<file path="src/rtl/hazard_unit_mc_if.sv">
// Pipeline-to-hazard-controller bundle. The pipeline holds the master modport and the
// hazard controller holds the slave modport.
interface hazard_unit_mc_if #(
  parameter int REG_W = 5,
  parameter int CNT_W = 16
);
  // ID stage
  logic [REG_W-1:0] id_rs;
  logic [REG_W-1:0] id_rt;
  logic             id_use_rs;
  logic             id_use_rt;
  logic             id_is_branch;
  logic             id_rd_hilo;
  logic             id_mdu_op;
  // EX stage
  logic [REG_W-1:0] ex_rs;
  logic [REG_W-1:0] ex_rt;
  logic [REG_W-1:0] ex_rd;
  logic             ex_rf_wr;
  logic             ex_dm_rd;
  logic             ex_mdu_start;
  logic             ex_mdu_div;
  // MEM / WB stages
  logic [REG_W-1:0] mem_rd;
  logic             mem_rf_wr;
  logic             mem_dm_rd;
  logic [REG_W-1:0] wb_rd;
  logic             wb_rf_wr;
  logic             flush;
  // Controller outputs
  logic [1:0]       fwd_a_ex;
  logic [1:0]       fwd_b_ex;
  logic             fwd_a_id;
  logic             fwd_b_id;
  logic             pc_wr;
  logic             if_id_wr;
  logic             id_ex_bubble;
  logic             mdu_busy;
  logic             mdu_done;
  logic [CNT_W-1:0] stall_cnt;

  modport master (
    output id_rs, id_rt, id_use_rs, id_use_rt, id_is_branch, id_rd_hilo, id_mdu_op,
    output ex_rs, ex_rt, ex_rd, ex_rf_wr, ex_dm_rd, ex_mdu_start, ex_mdu_div,
    output mem_rd, mem_rf_wr, mem_dm_rd, wb_rd, wb_rf_wr, flush,
    input  fwd_a_ex, fwd_b_ex, fwd_a_id, fwd_b_id, pc_wr, if_id_wr, id_ex_bubble,
    input  mdu_busy, mdu_done, stall_cnt
  );

  modport slave (
    input  id_rs, id_rt, id_use_rs, id_use_rt, id_is_branch, id_rd_hilo, id_mdu_op,
    input  ex_rs, ex_rt, ex_rd, ex_rf_wr, ex_dm_rd, ex_mdu_start, ex_mdu_div,
    input  mem_rd, mem_rf_wr, mem_dm_rd, wb_rd, wb_rf_wr, flush,
    output fwd_a_ex, fwd_b_ex, fwd_a_id, fwd_b_id, pc_wr, if_id_wr, id_ex_bubble,
    output mdu_busy, mdu_done, stall_cnt
  );
endinterface

</file>
<file path="src/rtl/hazard_unit_mc.sv">
// Unified hazard controller: GPR forwarding, load-use/branch/MDU stalls, MDU latency tracking
// and a saturating stall counter. Define HAZARD_BRANCH_FWD_EN to enable ID branch forwarding.
module hazard_unit_mc #(
  parameter int REG_W   = 5,
  parameter int MUL_LAT = 4,
  parameter int DIV_LAT = 32,
  parameter int CNT_W   = 16
) (
  input  logic            clk,
  input  logic            rst,
  hazard_unit_mc_if.slave hz
);
  localparam int              CW       = $clog2(DIV_LAT + 1);
  localparam logic [CW-1:0]   MUL_LOAD = CW'(MUL_LAT);
  localparam logic [CW-1:0]   DIV_LOAD = CW'(DIV_LAT);
  localparam logic [CNT_W-1:0] CNT_MAX = {CNT_W{1'b1}};

  // Operand 0 is rs, operand 1 is rt, in both ID and EX.
  logic [REG_W-1:0] id_src [2];
  logic             id_use [2];
  logic [REG_W-1:0] ex_src [2];
  logic [1:0]       fwd_ex [2];
  logic             fwd_id [2];
  logic             dep_ex [2];
  logic             dep_mem [2];

  assign id_src[0] = hz.id_rs;
  assign id_src[1] = hz.id_rt;
  assign id_use[0] = hz.id_use_rs;
  assign id_use[1] = hz.id_use_rt;
  assign ex_src[0] = hz.ex_rs;
  assign ex_src[1] = hz.ex_rt;

  logic ex_rd_nz;
  logic mem_rd_nz;
  logic wb_rd_nz;

  assign ex_rd_nz  = (hz.ex_rd  != '0);
  assign mem_rd_nz = (hz.mem_rd != '0);
  assign wb_rd_nz  = (hz.wb_rd  != '0);

  generate
    for (genvar gi = 0; gi < 2; gi++) begin : g_opnd
      logic mem_hit_ex;
      logic wb_hit_ex;

      assign mem_hit_ex = hz.mem_rf_wr & mem_rd_nz & (hz.mem_rd == ex_src[gi]);
      assign wb_hit_ex  = hz.wb_rf_wr  & wb_rd_nz  & (hz.wb_rd  == ex_src[gi]);
      // The younger EX/MEM result shadows the older MEM/WB one.
      assign fwd_ex[gi] = mem_hit_ex ? 2'b01 : (wb_hit_ex ? 2'b10 : 2'b00);

      assign dep_ex[gi]  = ex_rd_nz  & id_use[gi] & (hz.ex_rd  == id_src[gi]);
      assign dep_mem[gi] = mem_rd_nz & id_use[gi] & (hz.mem_rd == id_src[gi]);

`ifdef HAZARD_BRANCH_FWD_EN
      assign fwd_id[gi] = hz.id_is_branch & hz.mem_rf_wr & dep_mem[gi];
`else
      assign fwd_id[gi] = 1'b0;
`endif
    end
  endgenerate

  assign hz.fwd_a_ex = fwd_ex[0];
  assign hz.fwd_b_ex = fwd_ex[1];
  assign hz.fwd_a_id = fwd_id[0];
  assign hz.fwd_b_id = fwd_id[1];

  // ---------------------------------------------------------------- stall decision
  logic dep_ex_any;
  logic dep_mem_any;
  logic load_use;
  logic br_on_ex;
  logic br_on_mem;
  logic mdu_hz;
  logic stall_req;

  logic [CW-1:0] mdu_cnt_q;
  logic [CW-1:0] mdu_cnt_d;
  logic          mdu_done_q;
  logic          mdu_done_d;
  logic [CNT_W-1:0] stall_cnt_q;
  logic [CNT_W-1:0] stall_cnt_d;
  logic          mdu_busy;

  assign mdu_busy    = (mdu_cnt_q != '0);
  assign dep_ex_any  = dep_ex[0]  | dep_ex[1];
  assign dep_mem_any = dep_mem[0] | dep_mem[1];

  assign load_use = hz.ex_dm_rd & dep_ex_any;
  assign br_on_ex = hz.id_is_branch & hz.ex_rf_wr & dep_ex_any;
`ifdef HAZARD_BRANCH_FWD_EN
  // ALU results in MEM are forwarded to the compare; only a pending load must wait.
  assign br_on_mem = hz.id_is_branch & hz.mem_dm_rd & dep_mem_any;
`else
  assign br_on_mem = hz.id_is_branch & (hz.mem_rf_wr | hz.mem_dm_rd) & dep_mem_any;
`endif
  assign mdu_hz    = mdu_busy & (hz.id_rd_hilo | hz.id_mdu_op);
  assign stall_req = load_use | br_on_ex | br_on_mem | mdu_hz;

  logic pc_wr;
  logic if_id_wr;
  logic id_ex_bubble;

  // A flush redirects the front end, so it must never be held off by a stall.
  always_comb begin
    pc_wr        = 1'b1;
    if_id_wr     = 1'b1;
    id_ex_bubble = 1'b0;
    if (!hz.flush && stall_req) begin
      pc_wr        = 1'b0;
      if_id_wr     = 1'b0;
      id_ex_bubble = 1'b1;
    end
  end

  assign hz.pc_wr        = pc_wr;
  assign hz.if_id_wr     = if_id_wr;
  assign hz.id_ex_bubble = id_ex_bubble;

  // ---------------------------------------------------------------- MDU latency tracker
  always_comb begin
    mdu_cnt_d  = mdu_cnt_q;
    mdu_done_d = 1'b0;
    if (hz.flush) begin
      mdu_cnt_d = '0;
    end else if (hz.ex_mdu_start) begin
      mdu_cnt_d = hz.ex_mdu_div ? DIV_LOAD : MUL_LOAD;
    end else if (mdu_busy) begin
      mdu_cnt_d  = mdu_cnt_q - 1'b1;
      mdu_done_d = (mdu_cnt_q == CW'(1));
    end
  end

  // ---------------------------------------------------------------- stall counter
  always_comb begin
    stall_cnt_d = stall_cnt_q;
    if (!pc_wr && (stall_cnt_q != CNT_MAX)) begin
      stall_cnt_d = stall_cnt_q + 1'b1;
    end
  end

  always_ff @(posedge clk) begin
    if (rst) begin
      mdu_cnt_q   <= '0;
      mdu_done_q  <= 1'b0;
      stall_cnt_q <= '0;
    end else begin
      mdu_cnt_q   <= mdu_cnt_d;
      mdu_done_q  <= mdu_done_d;
      stall_cnt_q <= stall_cnt_d;
    end
  end

  assign hz.mdu_busy  = mdu_busy;
  assign hz.mdu_done  = mdu_done_q;
  assign hz.stall_cnt = stall_cnt_q;
endmodule
</file>
<file path="src/flat_wrapper.sv">
// flat-port wrapper written by rule: the top's interface ports become plain ports
module hazard_unit_mc_flat 
#(
  parameter int REG_W   = 5,
  parameter int MUL_LAT = 4,
  parameter int DIV_LAT = 32,
  parameter int CNT_W   = 16
)
  (clk, rst, hz_id_rs, hz_id_rt, hz_id_use_rs, hz_id_use_rt, hz_id_is_branch, hz_id_rd_hilo, hz_id_mdu_op, hz_ex_rs, hz_ex_rt, hz_ex_rd, hz_ex_rf_wr, hz_ex_dm_rd, hz_ex_mdu_start, hz_ex_mdu_div, hz_mem_rd, hz_mem_rf_wr, hz_mem_dm_rd, hz_wb_rd, hz_wb_rf_wr, hz_flush, hz_fwd_a_ex, hz_fwd_b_ex, hz_fwd_a_id, hz_fwd_b_id, hz_pc_wr, hz_if_id_wr, hz_id_ex_bubble, hz_mdu_busy, hz_mdu_done, hz_stall_cnt);
  hazard_unit_mc_if #(.REG_W(REG_W), .CNT_W(CNT_W)) hz_i ();
  input  logic clk;
  input  logic rst;
  input wire logic [$bits(hz_i.id_rs)-1:0] hz_id_rs;
  input wire logic [$bits(hz_i.id_rt)-1:0] hz_id_rt;
  input wire logic [$bits(hz_i.id_use_rs)-1:0] hz_id_use_rs;
  input wire logic [$bits(hz_i.id_use_rt)-1:0] hz_id_use_rt;
  input wire logic [$bits(hz_i.id_is_branch)-1:0] hz_id_is_branch;
  input wire logic [$bits(hz_i.id_rd_hilo)-1:0] hz_id_rd_hilo;
  input wire logic [$bits(hz_i.id_mdu_op)-1:0] hz_id_mdu_op;
  input wire logic [$bits(hz_i.ex_rs)-1:0] hz_ex_rs;
  input wire logic [$bits(hz_i.ex_rt)-1:0] hz_ex_rt;
  input wire logic [$bits(hz_i.ex_rd)-1:0] hz_ex_rd;
  input wire logic [$bits(hz_i.ex_rf_wr)-1:0] hz_ex_rf_wr;
  input wire logic [$bits(hz_i.ex_dm_rd)-1:0] hz_ex_dm_rd;
  input wire logic [$bits(hz_i.ex_mdu_start)-1:0] hz_ex_mdu_start;
  input wire logic [$bits(hz_i.ex_mdu_div)-1:0] hz_ex_mdu_div;
  input wire logic [$bits(hz_i.mem_rd)-1:0] hz_mem_rd;
  input wire logic [$bits(hz_i.mem_rf_wr)-1:0] hz_mem_rf_wr;
  input wire logic [$bits(hz_i.mem_dm_rd)-1:0] hz_mem_dm_rd;
  input wire logic [$bits(hz_i.wb_rd)-1:0] hz_wb_rd;
  input wire logic [$bits(hz_i.wb_rf_wr)-1:0] hz_wb_rf_wr;
  input wire logic [$bits(hz_i.flush)-1:0] hz_flush;
  output wire logic [$bits(hz_i.fwd_a_ex)-1:0] hz_fwd_a_ex;
  output wire logic [$bits(hz_i.fwd_b_ex)-1:0] hz_fwd_b_ex;
  output wire logic [$bits(hz_i.fwd_a_id)-1:0] hz_fwd_a_id;
  output wire logic [$bits(hz_i.fwd_b_id)-1:0] hz_fwd_b_id;
  output wire logic [$bits(hz_i.pc_wr)-1:0] hz_pc_wr;
  output wire logic [$bits(hz_i.if_id_wr)-1:0] hz_if_id_wr;
  output wire logic [$bits(hz_i.id_ex_bubble)-1:0] hz_id_ex_bubble;
  output wire logic [$bits(hz_i.mdu_busy)-1:0] hz_mdu_busy;
  output wire logic [$bits(hz_i.mdu_done)-1:0] hz_mdu_done;
  output wire logic [$bits(hz_i.stall_cnt)-1:0] hz_stall_cnt;
  assign hz_i.id_rs = hz_id_rs;
  assign hz_i.id_rt = hz_id_rt;
  assign hz_i.id_use_rs = hz_id_use_rs;
  assign hz_i.id_use_rt = hz_id_use_rt;
  assign hz_i.id_is_branch = hz_id_is_branch;
  assign hz_i.id_rd_hilo = hz_id_rd_hilo;
  assign hz_i.id_mdu_op = hz_id_mdu_op;
  assign hz_i.ex_rs = hz_ex_rs;
  assign hz_i.ex_rt = hz_ex_rt;
  assign hz_i.ex_rd = hz_ex_rd;
  assign hz_i.ex_rf_wr = hz_ex_rf_wr;
  assign hz_i.ex_dm_rd = hz_ex_dm_rd;
  assign hz_i.ex_mdu_start = hz_ex_mdu_start;
  assign hz_i.ex_mdu_div = hz_ex_mdu_div;
  assign hz_i.mem_rd = hz_mem_rd;
  assign hz_i.mem_rf_wr = hz_mem_rf_wr;
  assign hz_i.mem_dm_rd = hz_mem_dm_rd;
  assign hz_i.wb_rd = hz_wb_rd;
  assign hz_i.wb_rf_wr = hz_wb_rf_wr;
  assign hz_i.flush = hz_flush;
  assign hz_fwd_a_ex = hz_i.fwd_a_ex;
  assign hz_fwd_b_ex = hz_i.fwd_b_ex;
  assign hz_fwd_a_id = hz_i.fwd_a_id;
  assign hz_fwd_b_id = hz_i.fwd_b_id;
  assign hz_pc_wr = hz_i.pc_wr;
  assign hz_if_id_wr = hz_i.if_id_wr;
  assign hz_id_ex_bubble = hz_i.id_ex_bubble;
  assign hz_mdu_busy = hz_i.mdu_busy;
  assign hz_mdu_done = hz_i.mdu_done;
  assign hz_stall_cnt = hz_i.stall_cnt;
  hazard_unit_mc #(.REG_W(REG_W), .MUL_LAT(MUL_LAT), .DIV_LAT(DIV_LAT), .CNT_W(CNT_W)) u_core (.clk(clk), .rst(rst), .hz(hz_i));
endmodule
</file>
<file path="config.mk">
export PLATFORM = sky130hd
export DESIGN_NAME = hazard_unit_mc_flat
export DESIGN_NICKNAME = d
export VERILOG_FILES = /design/src/rtl/hazard_unit_mc_if.sv /design/src/rtl/hazard_unit_mc.sv /design/src/flat_wrapper.sv
export SDC_FILE = /design/constraint.sdc
export NUM_CORES = 1
export LEC_CHECK = 0
export CAP_MARGIN = 15
export CORE_ASPECT_RATIO = 0.75
export CORE_MARGIN = 2
export CORE_UTILIZATION = 40
export CTS_BUF_LIST = sky130_fd_sc_hd__clkbuf_8
export CTS_CLUSTER_DIAMETER = 120
export DETAILED_ROUTE_END_ITERATION = 8
export GPL_ROUTABILITY_DRIVEN = 0
export PLACE_DENSITY = 0.81
export REMOVE_ABC_BUFFERS = 1
export SYNTH_ARGS = -nofsm -noshare
export SYNTH_HDL_FRONTEND = slang
export SYNTH_SLANG_ARGS = --single-unit
</file>
<file path="constraint.sdc">
create_clock -name clk -period 2.85 [get_ports clk]
set_input_delay 0.4275 -clock clk [delete_from_list [all_inputs] [get_ports clk]]
set_output_delay 0.4275 -clock clk [all_outputs]
set_load 0.1 [all_outputs]
</file>
### Floorplan with the power grid

Scale bar: 20 um. Pins as bars on the die edge.
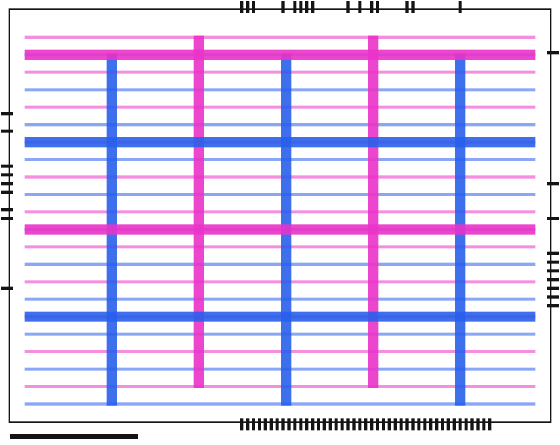
- VSS: blue
- VDD: magenta
- met4 straps: 5
- met5 straps: 4
- rows: 21
- met1 rails: 22

### Placement by cell class

Scale bar: 20 um.
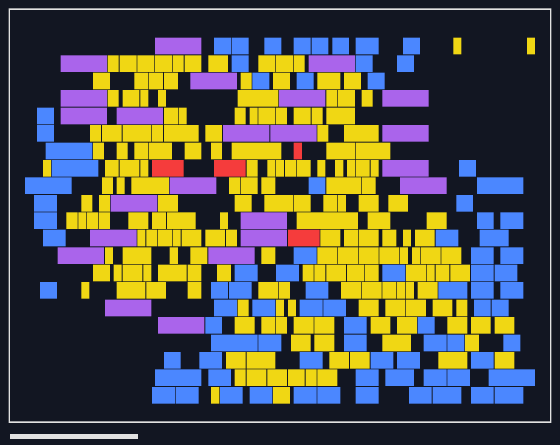
- clock drivers and dummy loads: red (cells 4)
- flip-flops: purple (cells 23)
- all other logic: yellow (cells 187)
- other buffers and delay cells: blue (cells 84)
Design Area, Final: 0.00279 mm^2
Layout Utilization: 0.615

==> impl_metrics.toml <==
# physical design summary
[status]
status = "completed"

[routing]
drc = 0
routedWlPerCell_um = 16.2
final_antenna_net_count = 0
dr.pass1.iters = 4
dr_total_vias = 1935
wirelength_mm = 5.73
detail_route.vias_per_cell = 5.45

[final_layout]
seq_area_um2 = 460
sh_seq_area = 0.165
final_layout_size_suffix_gt1_frac = 0.198
inv_count = 8
logic_gates = 179
clock_buffers = 3
largestClassByArea = "combinational gates"
layout.cells.non_filler = 355
fin_nets = 353
signal_buffers = 84
flops = 23
comb_area_frac = 0.477
fill_cells = 371
buf_share = 0.305

[setup_path]
crit_arrival_ns = 2.40
cp-start-kind = "input pin"
path_max_fanout = 3
worst-endpoint-required_ns = 2.42
slowest_stage = "or4_1"
path_class = "in2out"
cpPeakStageDelay_ns = 0.60
cp_common_cell = "or4_1"

[floorplan]
tapCellCount = 57
ios = 77
fp.dieW_um = 84.1
fp_util = 0.424
die_h_um = 64.1
die-area_mm2 = 0.00539
placementRows = 21

[place]
dpl_worst_slack_ns = 0.0344
postPlaceCellArea_mm2 = 0.00272
dp.cells = 351
portBuffers = 74
dp.final_hpwl_mm = 4.48

[global_route]
grt_pass1_wl_mm = 9.09
grt_max_degree = 28
grt_pass1_vias = 1787
busiest_layer = "met1"
overflow = 0
grt_use_total = 0.208
met1_usage = 0.311
grtUsageMet2 = 0.307
antenna_found_initial = 0

[timing]
worst_pin_slew_ns = 0.892
fmax_ghz = 0.354
final_hold_viol_count = 0
slew_viol_final = 0
finalSetupTns_ns = 0
hold_ws_ns = 0.499
final.setup.worst_slack_ns = 0.0261
finalSetupViolCount = 0
layout_min_cycle_time_ns = 2.82

[clock_tree]
cts_made_buffers = 3
cts_tree = "done"
post-cts-setup-buffers = 0
clk_path_buf_depth = 2
htreeDepth = 1
clk_latency_ns = 0.26
clkTransAtPathRegs_ns = 0.08

[synthesis]
ys_types = 44
edf_count = 0
ys_cells = 228
ys_warn_count = 0
synth_flops = 23
yosys_area_mm2 = 0.00193
ys.flop_type = "dfxtp_1"
synth-async-reset-ratio = 0

[power_and_ir_drop]
cellLeakagePower_uw = 0.00105
peakVddDrop_uv = 324
p_total_uw = 923
power.density_mw_per_mm2 = 330

[hold_path]
hold_class = "reg2reg"

[job]
warnings = 27
## Yosys cell counts (5+ instances only)
| master | count | share of area |
|---|---|---|
| dfxtp_1 | 23 | 0.24 |
| inv_1 | 8 | 0.016 |
| nor2_1 | 12 | 0.023 |
| a21oi_1 | 16 | 0.042 |
| buf_2 | 6 | 0.016 |
| or4_1 | 12 | 0.047 |
| nor4_1 | 5 | 0.016 |
| nand2_1 | 12 | 0.023 |
| nand4_1 | 7 | 0.023 |
| xor2_1 | 15 | 0.068 |
| o31ai_1 | 9 | 0.035 |
| xnor2_1 | 30 | 0.14 |
| buf_4 | 6 | 0.023 |
| nor3_1 | 7 | 0.018 |
| nand3_1 | 9 | 0.023 |
## final timing paths
kind	startpoint	endpoint	slack, ns	cells past startpoint
hold reg to reg	u_core.hz.stall_cnt[10]$_SDFFE_PP0P_	u_core.hz.stall_cnt[10]$_SDFFE_PP0P_	0.50	2
setup / recovery	hz_wb_rd[2]	hz_fwd_b_ex[1]	0.03	7
setup reg to reg	u_core.hz.stall_cnt[3]$_SDFFE_PP0P_	u_core.hz.stall_cnt[13]$_SDFFE_PP0P_	0.55	5
hold / removal	u_core.hz.stall_cnt[10]$_SDFFE_PP0P_	u_core.hz.stall_cnt[10]$_SDFFE_PP0P_	0.50	2
## where the power goes
group	total [uW]	internal, uW	switching [uW]	leakage (uW)
Clock	202	96.3	106	0.0000269
Sequential	333	327	6.64	0.000186
Combinational	388	162	226	0.000835
Total	923	585	338	0.00105
## cell usage in the layout (no fill, tap or decap), types with 2 or more instances in the layout
cell type / instances
or3_1: 3
o31ai_1: 9
nor3_1: 6
nor4_2: 6
nand2_1: 12
inv_1: 9
and2_1: 2
xor2_1: 15
o21ai_0: 3
and3_1: 2
mux2_4: 4
nor2_1: 12
dlymetal6s2s_1: 5
nor2b_1: 4
nand3_1: 9
clkbuf_8: 3
conb_1: 2
ha_1: 4
buf_4: 28
nand4_1: 7
a21oi_1: 16
xnor2_1: 30
nor4_1: 3
buf_12: 7
clkdlybuf4s50_1: 44
dfxtp_1: 23
or4_1: 12
nor3_2: 2
## repair_timing
| item | CTS | global route |
|---|---|---|
| resized | 0 | 8 |
| hold endpoints to repair | 0 | 0 |
| endpoints found under the setup margin | 0 | 3 |
## critical path, delay by kind of cell
| family | cells | cell delay (ns) |
|---|---|---|
| buf+inv | 3 | 0.92 |
| compound gates | 1 | 0.11 |
| simple gates | 3 | 0.94 |
## metal layers
layer / vias up / routed length (um)
li1: 957 / -
met1: 910 / 2910
met2: 58 / 2440
met3: 10 / 287
met4: 0 / 98
met5: - / 0
## cells by family (layout without fill, tap and decap cells)
kind of cell | Yosys count | in the layout | share of synthesized area
multiplexers | 4 | 4 | 0.0312
AND-OR/OR-AND | 36 | 36 | 0.138
AND/OR/NAND/NOR | 88 | 88 | 0.279
XOR/XNOR | 45 | 45 | 0.205
flip-flops | 23 | 23 | 0.239
adder cells (fa/ha/maj) | 4 | 4 | 0.0260
buffers and inverters | 27 | 96 | 0.0799
other | 1 | 2 | 0.00195
## state kept, by name (all words and copies together) (netlist names)
register,cells
u_core.mdu_cnt_q,6
u_core.hz.mdu_done,1
u_core.hz.stall_cnt,16
Power and IR drop assume default switching activity.
